Fig. 1: selected gate families
(10 px per um)
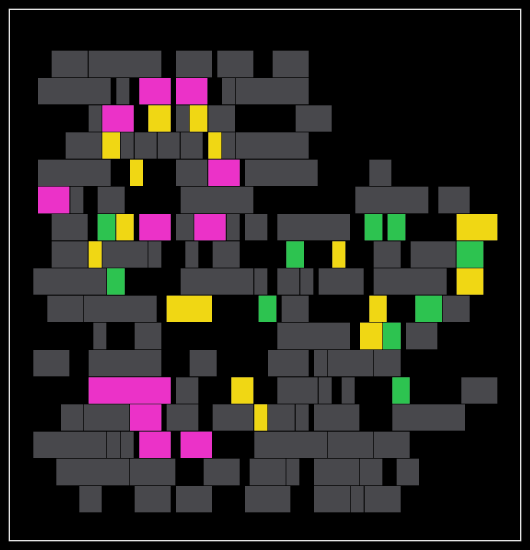
Fig. 2: signal wires on met1
(8 px per um) Supply wires on this layer in grey.
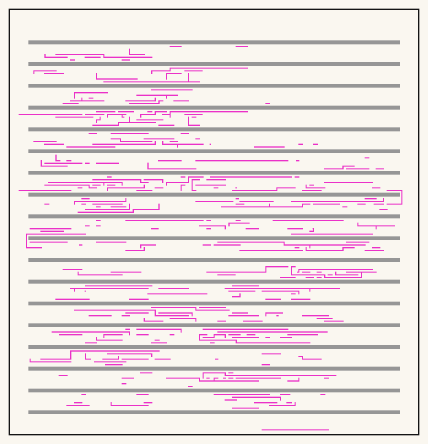
Fig. 3: signal wires by layer
(8 px per um) Only two layers are drawn.
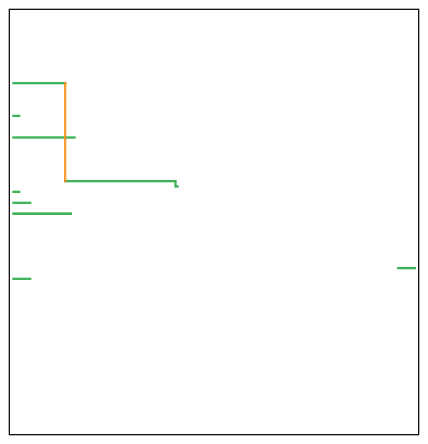
==> config.mk <==
export PLATFORM = sky130hd
export DESIGN_NAME = count_seq_monitor
export DESIGN_NICKNAME = d
export VERILOG_FILES = /design/src/rtl/count_seq_monitor.sv
export SDC_FILE = /design/constraint.sdc
export NUM_CORES = 1
export LEC_CHECK = 0
export CORE_AREA = 2 2 49 51
export DETAILED_ROUTE_END_ITERATION = 16
export DIE_AREA = 0 0 51 53
export GPL_ROUTABILITY_DRIVEN = 0
export PLACE_DENSITY = 0.73
export SLEW_MARGIN = 20
export SYNTH_ARGS = -nofsm -noshare
export SYNTH_HDL_FRONTEND = slang
export SYNTH_SLANG_ARGS = --single-unit
==> constraint.sdc <==
create_clock -name clk -period 2.5 [get_ports clk]
set_input_delay 0.75 -clock clk [delete_from_list [all_inputs] [get_ports clk]]
set_output_delay 0.75 -clock clk [all_outputs]
set_load 0.02 [all_outputs]
==> changes_impl.md <==
### Changed

- Tap cells: 28
- Final hold slack: 0.518 ns
- Crit start category: flop
- Flop share of the area: 0.299
- Crit path DRT: 1.75 ns
- Setup crit end kind: output port
- First-pass GRT wire length: 3510 um
- Peak VDD IR: 0.000343 V
- Clk pwr share: 0.217
- Flops out of synthesis: 19
- Util after Layout: 0.592
- Worst EP arrival: 1.60 ns
- CTS Buf Count: 3
- Crit-path cells: inv_1, ha_1, clkdlybuf4s50_1
- # Cells Yosys: 113
- Dpl ws: -0.116 ns
- Comb_multi_in: 86
- Crit share post-route: 0.940
- Flop count: 19
- Final ANT Viol Nets: 0
- Max-cap violations: 0
- Wire length on met2: 953 um
- Setup violations, final: 0
- Top cells excl fill/tap: dfxtp_1, clkdlybuf4s50_1, nor2_1, ha_1, xnor2_1
- Tool warnings: 32
- Post-Syn Area: 1040 um2
- Cells on worst reg2reg path: 6
- Highest routed layer: met4
- Vias/cell: 5.19
- Worst-Margin Slew: 0.585 ns
- Post-cts resize count: 0
- Ports: 18
- Inverters excl. clock: 5
- Largest stage delay on the critical path: 0.62 ns
- Seq. pwr: 344 uW
- Crit path max fanout: 4
- RSZ-0062 raised after global routing: no
- Post-layout instance area: 1270 um2
- Fill cell count: 192
- Area leader share: 0.367
- Synth cell types: 31
- Post-CTS Hold Buffers: 0
- DIE WIDTH: 51 um
- Max FFs per register: 8
- Most instantiated library cell after synthesis: dfxtp_1
- Insertion Delay late pin: 0.29 ns
- Switching Fraction: 0.311
- Status: finished clean
- Clock skew: 0.00428 ns
- CP Depth: 3
- Worst min path class: flop to flop
About Fig. 1:
legend:
  XOR/XNOR gates:
    colour: magenta
    cells: 11
    most_used: xnor2_1
  NAND gates:
    colour: yellow
    cells: 15
    most_used: nand2_1
  inverting AOI/OAI gates:
    colour: green
    cells: 10
    most_used: a21oi_1
Comb/total area: 0.492
Cell Count, Final, Fillers Out: 161
most numerous logic cell after layout: dfxtp_1

About Fig. 2:
main direction: horizontal
longest straight run: 14.3 um
nets with wire on the layer: 134
share of all routed wire: 49%
M1 GR Usage: 0.214
Vias: 835
detailed-route wire length: 1960 um

About Fig. 3:
legend:
  met4:
    colour: orange
    wire_length: 12.2 um
  met3:
    colour: green
    wire_length: 43.5 um
GRT Util Overall: 0.175
average routed wire per standard cell: 12.2 um

No activity file was given, so power comes from the tool's default toggle rates.
